### PDN straps and rails

Bar = 20 um. Pins as bars on the die edge. Tap cells in grey.
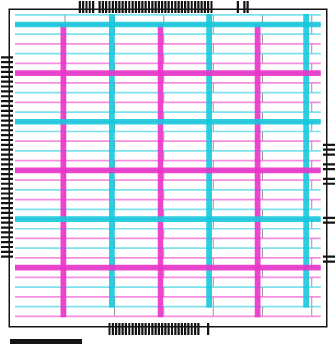
### Placed cells, one colour a class

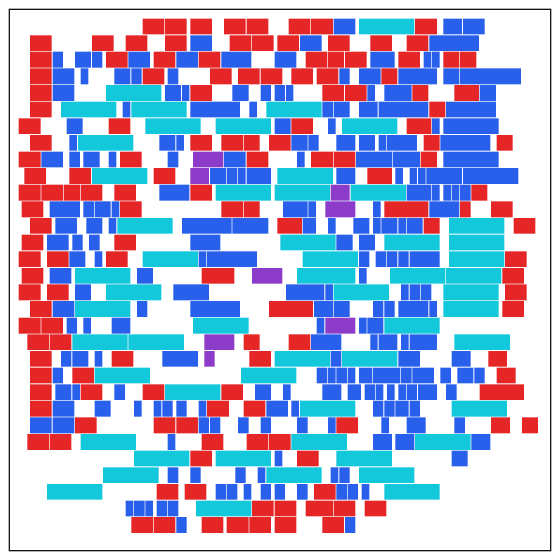
`src/rtl/sqrt_share_arbiter.sv`:
```
// Round-robin arbiter/sequencer sharing one iterative square-rooter among NREQ requesters.
// Handshake: req is a level held until the one-cycle ack; results return as a one-cycle res_valid pulse.
module sqrt_share_arbiter #(
    parameter int NREQ    = 3,
    parameter int NBITS   = 21,
    parameter int MBITS   = (NBITS + 1) / 2,
    parameter int TIMEOUT = 64
) (
    input  logic                  clk,
    input  logic                  reset_n,
    input  logic                  frame_flag,
    input  logic [NREQ-1:0]       req,
    input  logic [NREQ*NBITS-1:0] req_data,
    output logic [NREQ-1:0]       ack,
    output logic [NREQ-1:0]       res_valid,
    output logic [MBITS-1:0]      res_answer,
    output logic                  res_err,
    output logic                  busy,
    output logic                  sq_start,
    output logic [NBITS-1:0]      sq_data,
    input  logic [MBITS-1:0]      sq_answer,
    input  logic                  sq_done,
    output logic [2:0]            dbg_state
);

    localparam int PW = $clog2(NREQ);
    localparam int WW = $clog2(TIMEOUT);

    typedef enum logic [2:0] {
        S_IDLE    = 3'd0,
        S_LAUNCH  = 3'd1,
        S_ARM     = 3'd2,
        S_WAIT    = 3'd3,
        S_RESPOND = 3'd4
    } state_t;

    state_t            state_q, state_d;
    logic [PW-1:0]     ptr_q, ptr_d;
    logic [PW-1:0]     gnt_q, gnt_d;
    logic [WW-1:0]     wd_q, wd_d;
    logic              frame_pend_q, frame_pend_d;
    logic [NREQ-1:0]   ack_q, ack_d;
    logic [NREQ-1:0]   res_valid_q, res_valid_d;
    logic [MBITS-1:0]  res_answer_q, res_answer_d;
    logic              res_err_q, res_err_d;
    logic              busy_q, busy_d;
    logic              sq_start_q, sq_start_d;
    logic [NBITS-1:0]  sq_data_q, sq_data_d;

    logic              found;
    logic [PW-1:0]     pick;

    // First set request at or above the pointer, wrapping; a frame pulse restarts the search at 0.
    always_comb begin
        logic [PW:0] base;
        logic [PW:0] idx;
        found = 1'b0;
        pick  = '0;
        base  = frame_flag ? '0 : {1'b0, ptr_q};
        idx   = '0;
        for (int k = 0; k < NREQ; k++) begin
            idx = base + (PW+1)'(k);
            if (idx >= (PW+1)'(NREQ)) idx = idx - (PW+1)'(NREQ);
            if (!found && req[idx[PW-1:0]]) begin
                found = 1'b1;
                pick  = idx[PW-1:0];
            end
        end
    end

    always_comb begin
        state_d      = state_q;
        ptr_d        = ptr_q;
        gnt_d        = gnt_q;
        wd_d         = wd_q;
        frame_pend_d = frame_pend_q | frame_flag;
        ack_d        = '0;
        res_valid_d  = '0;
        res_answer_d = res_answer_q;
        res_err_d    = res_err_q;
        sq_start_d   = 1'b0;
        sq_data_d    = sq_data_q;
        case (state_q)
            S_IDLE: begin
                res_err_d    = 1'b0;
                frame_pend_d = 1'b0;
                if (frame_flag) ptr_d = '0;
                if (found) begin
                    gnt_d      = pick;
                    sq_data_d  = req_data[pick*NBITS +: NBITS];
                    sq_start_d = 1'b1;
                    ack_d      = NREQ'(1) << pick;
                    state_d    = S_LAUNCH;
                end
            end
            S_LAUNCH: state_d = S_ARM;
            // sq_done is still high from the idle rooter here, so it is not looked at.
            S_ARM: begin
                wd_d    = '0;
                state_d = S_WAIT;
            end
            S_WAIT: begin
                if (sq_done) begin
                    res_answer_d = sq_answer;
                    res_err_d    = 1'b0;
                    state_d      = S_RESPOND;
                end else begin
                    wd_d = wd_q + 1'b1;
                    if (wd_d == WW'(TIMEOUT - 1)) begin
                        res_answer_d = '0;
                        res_err_d    = 1'b1;
                        state_d      = S_RESPOND;
                    end
                end
            end
            S_RESPOND: begin
                res_valid_d = NREQ'(1) << gnt_q;
                if (frame_pend_q || frame_flag) ptr_d = '0;
                else ptr_d = (gnt_q == PW'(NREQ - 1)) ? '0 : gnt_q + 1'b1;
                state_d = S_IDLE;
            end
            default: state_d = S_IDLE;
        endcase
        busy_d = (state_d != S_IDLE);
    end

    always_ff @(posedge clk or negedge reset_n) begin
        if (!reset_n) begin
            state_q      <= S_IDLE;
            ptr_q        <= '0;
            gnt_q        <= '0;
            wd_q         <= '0;
            frame_pend_q <= 1'b0;
            ack_q        <= '0;
            res_valid_q  <= '0;
            res_answer_q <= '0;
            res_err_q    <= 1'b0;
            busy_q       <= 1'b0;
            sq_start_q   <= 1'b0;
            sq_data_q    <= '0;
        end else begin
            state_q      <= state_d;
            ptr_q        <= ptr_d;
            gnt_q        <= gnt_d;
            wd_q         <= wd_d;
            frame_pend_q <= frame_pend_d;
            ack_q        <= ack_d;
            res_valid_q  <= res_valid_d;
            res_answer_q <= res_answer_d;
            res_err_q    <= res_err_d;
            busy_q       <= busy_d;
            sq_start_q   <= sq_start_d;
            sq_data_q    <= sq_data_d;
        end
    end

    assign ack        = ack_q;
    assign res_valid  = res_valid_q;
    assign res_answer = res_answer_q;
    assign res_err    = res_err_q;
    assign busy       = busy_q;
    assign sq_start   = sq_start_q;
    assign sq_data    = sq_data_q;
    assign dbg_state  = state_q;

endmodule

```
`config.mk`:
```
export PLATFORM = sky130hd
export DESIGN_NAME = sqrt_share_arbiter
export DESIGN_NICKNAME = d
export VERILOG_FILES = /design/src/rtl/sqrt_share_arbiter.sv
export SDC_FILE = /design/constraint.sdc
export NUM_CORES = 1
export LEC_CHECK = 0
export CORE_UTILIZATION = 38
export DETAILED_ROUTE_END_ITERATION = 8
export GPL_TIMING_DRIVEN = 0
export PLACE_DENSITY = 0.82
export REMOVE_ABC_BUFFERS = 1
export SETUP_SLACK_MARGIN = 0.2
export SLEW_MARGIN = 30
export SYNTH_ARGS = -nofsm -noshare
export SYNTH_HDL_FRONTEND = slang
export SYNTH_SLANG_ARGS = --single-unit
```
`constraint.sdc`:
```
create_clock -name clk -period 2.22 [get_ports clk]
set_input_delay 0.555 -clock clk [delete_from_list [all_inputs] [get_ports clk]]
set_output_delay 0.555 -clock clk [all_outputs]
set_load 0.03 [all_outputs]
```
==> summary.txt <==
flow finished, numbers: highest-count logic cell in the final layout clkdlybuf4s50_1, pre-CTS setup slack -2.464 ns, Worst Max-Slew Pin Slew 0.7851 ns, ordered cell list for the critical path nor2b_4, inv_2, ha_4, mux2i_4, o22ai_2, or2_4, o32a_4, mux2i_2, o211ai_1, clk_skew 0.01004 ns, total CTS buffers 5, Yosys reg bits between 50 and 60, combinational fraction of design power 0.652, biggest cell delay along the critical path 0.48 ns, maximum clock insertion buffer count 2, final hold slack ~0.14 ns, violation count after the first detailed-routing iteration 146, Final Power 6539 uW, number of buffers and inverters on the critical path 1, detailed route wirelength on metal3 668 um, Fmax achieved 0.4129 GHz, Syn Std Cell Area 2835 um^2, routed wire length between 9000 and 10000 um, Inserted Diodes 0, share of synthesized area spent on multiplexers 0.08473, dominant cell type by area after synthesis dfrtp_1, placed cells 504, cell area after placement 4123 um^2, yosys stat chip area 2835 um^2, Critical path destination sq_data[8]$_DFFE_PN0P_, Main power group combinational logic, Power Density 1350 nW/um^2, first-pass GRT wire length 14270 um, Setup crit end kind flip-flop, met3 usage in global routing 0.05504, H-tree lvl count 2, critical path type reg2reg, Post CTS Setup Buffer Count 6, number of gates resized after CTS 48, Tmin final 2.422 ns, DPL Wire Length between 5000 and 6000 um, unrepaired setup endpoints after global routing yes, data arrival at the endpoint of the critical path around 2.6 ns, max-cap violations 0, maximum number of pins on one net before global-route repair 29, count of instantiated cells in the yosys netlist 299, leakage power summed over all cells 0.002033 uW, fa+ha+maj area frac 0.02207, most used flip-flop cell dfrtp_1, count of endpoints failing setup in the final report 25, topmost layer with routed signal wires met4, total track usage 0.2438, Relative slew margins 0.4726, number of port buffers approximately 120, met2 wire len 5041 um, highest-delay cell along the critical path o32a_4, r2r endpoint sq_data[8]$_DFFE_PN0P_, Hold Fails Final Rpt 0, total internal power 3500 uW, fraction of layout cells with a size suffix above 1 0.1820, clock tree sinks 55, final weighted congestion in routability-driven placement 0.8655, EDFF count, synth 0, DRC errors left 0, # rows 31, most frequent cell after synthesis dfrtp_1, Top-area cell share 0.4854, Yosys warning count 0, asr flop ratio synth 1.000, mean instance size in the synthesized netlist 9.482 um^2, Compound-Gate Fraction of Synth Area 0.1712, average vias per placed instance 5.489, count of fill cells added during filler insertion around 570, non-filler instance count after layout 544, part of the total power dissipated in the clock network 0.089, Slew Limit Fails 0, post-route antenna net violation count 0, DIE AREA 7810 um^2, Clock Latency Late Sink 0.32 ns, part of the cycle the worst path needs 1.091, launch point of the worst reg-to-reg path ptr_q[0]$_DFFE_PN0P_, source of the critical timing path ptr_q[0]$_DFFE_PN0P_, count of warning messages emitted by the tools 29, path class of the lowest-slack min-delay path in2async, Worst R2R Path Depth 9, Design Area, Final between 4000 and 5000 um^2, cell type group with the largest total delay on the critical path AND-OR/OR-AND gates, NumNets Final 530, Most Crowded Layer GR met2, number of antenna violations at the first check in global routing 0, Synth cell types 36, combinational group power 4270 uW, number of hold-repair buffers added at the cts stage 0, total stage count of the critical path 9, Synth logic family AND-OR/OR-AND gates, top post-synthesis cells by count dfrtp_1 (55), nand3_1 (37), nand2_1 (34), Synth Seq Share 0.4854, clock input transition at the sequential cells of the worst setup and hold paths 0.11 ns, remaining global-route overflow 0, Reg power frac 0.258, synthesized instance count 299, fraction of synthesized cell area in xor and xnor cells 0.006178, flop2flop setup slack -0.20 ns, clk pwr roughly 580 uW, wire length the detailed router placed on met1 4064 um, TritonCTS clock tree built, final core area utilization 0.6712, failing checks negative setup slack, category of the worst setup path launch point flip-flop, vias after detailed routing ~3000, top library cells by usage in the layout, fill and taps aside clkdlybuf4s50_1 (118), dfrtp_1 (54), nand3_1 (37), nand2_1 (32), o211ai_1 (21), detail-routed net length per standard cell 18.31 um, crit path setup slack, layout -0.2017 ns, met2 demand-to-capacity share in global routing 0.4315, switching component of the power 3038 uW, area added between synthesis and finish 70.79%, root buffer cell clkbuf_8, CP max FO 6, outcome finished with violations, number of detailed-route iterations in the first pass 4, Total Neg Setup Slack -2.911 ns, required time at the worst-slack endpoint around 2.4 ns, synth top area cells dfrtp_1 (49%), mux2i_1 (8.5%), nand3_1 (6.5%), o211ai_1 (5.6%), nand2_1 (4.5%)
Back to the opening pictures, 'PDN straps and rails':
[cyan] VDD
[magenta] VSS
met4 straps: 6
met5 straps: 6
met1 rails: 32
tap cells: 99
signal pins: 125
die extent in x: 88.38 um
worst ir drop on vdd: 0.0005862 V
DIE HEIGHT: 88.38 um
Core Box Area: 7214 um^2

Back to the opening pictures, 'Placed cells, one colour a class':
[cyan] flops | cells: 55 | share of their area: 29%
[red] other buffers and delay cells | cells: 147 | share of their area: 31%
[blue] all other logic | cells: 235 | share of their area: 38%
[purple] clock drivers and dummy loads | cells: 8 | share of their area: 1.9%

## kinds of logic after synthesis
kind of cell,count (synthesis)
buffers and inverters,43
AND-OR/OR-AND,72
flip-flops,55
adder cells (fa/ha/maj),5
multiplexers,24
XOR/XNOR,2
AND/OR/NAND/NOR,98
## cell type report
type	instances	area (um^2)	area share
clock inverter	3	22.52	0.004651
clock buffer	5	68.82	0.01421
timing repair inverter	1	16.27	0.003359
sequential	55	1378	0.2845
tap	99	123.9	0.02558
timing repair buffer	147	1465	0.3026
inverter	24	102.6	0.02119
multi-input combinational	210	1665	0.3439
## state kept, by name, indices dropped and copies added, names as in the netlist
register      cells
busy              1
frame_pend_q      1
dbg_state         3
wd_q              6
sq_data          21
gnt_q             2
res_valid         3
res_answer       11
res_err           1
sq_start          1
ptr_q             2
ack               3
No activity file was given, so power comes from the tool's default toggle rates.
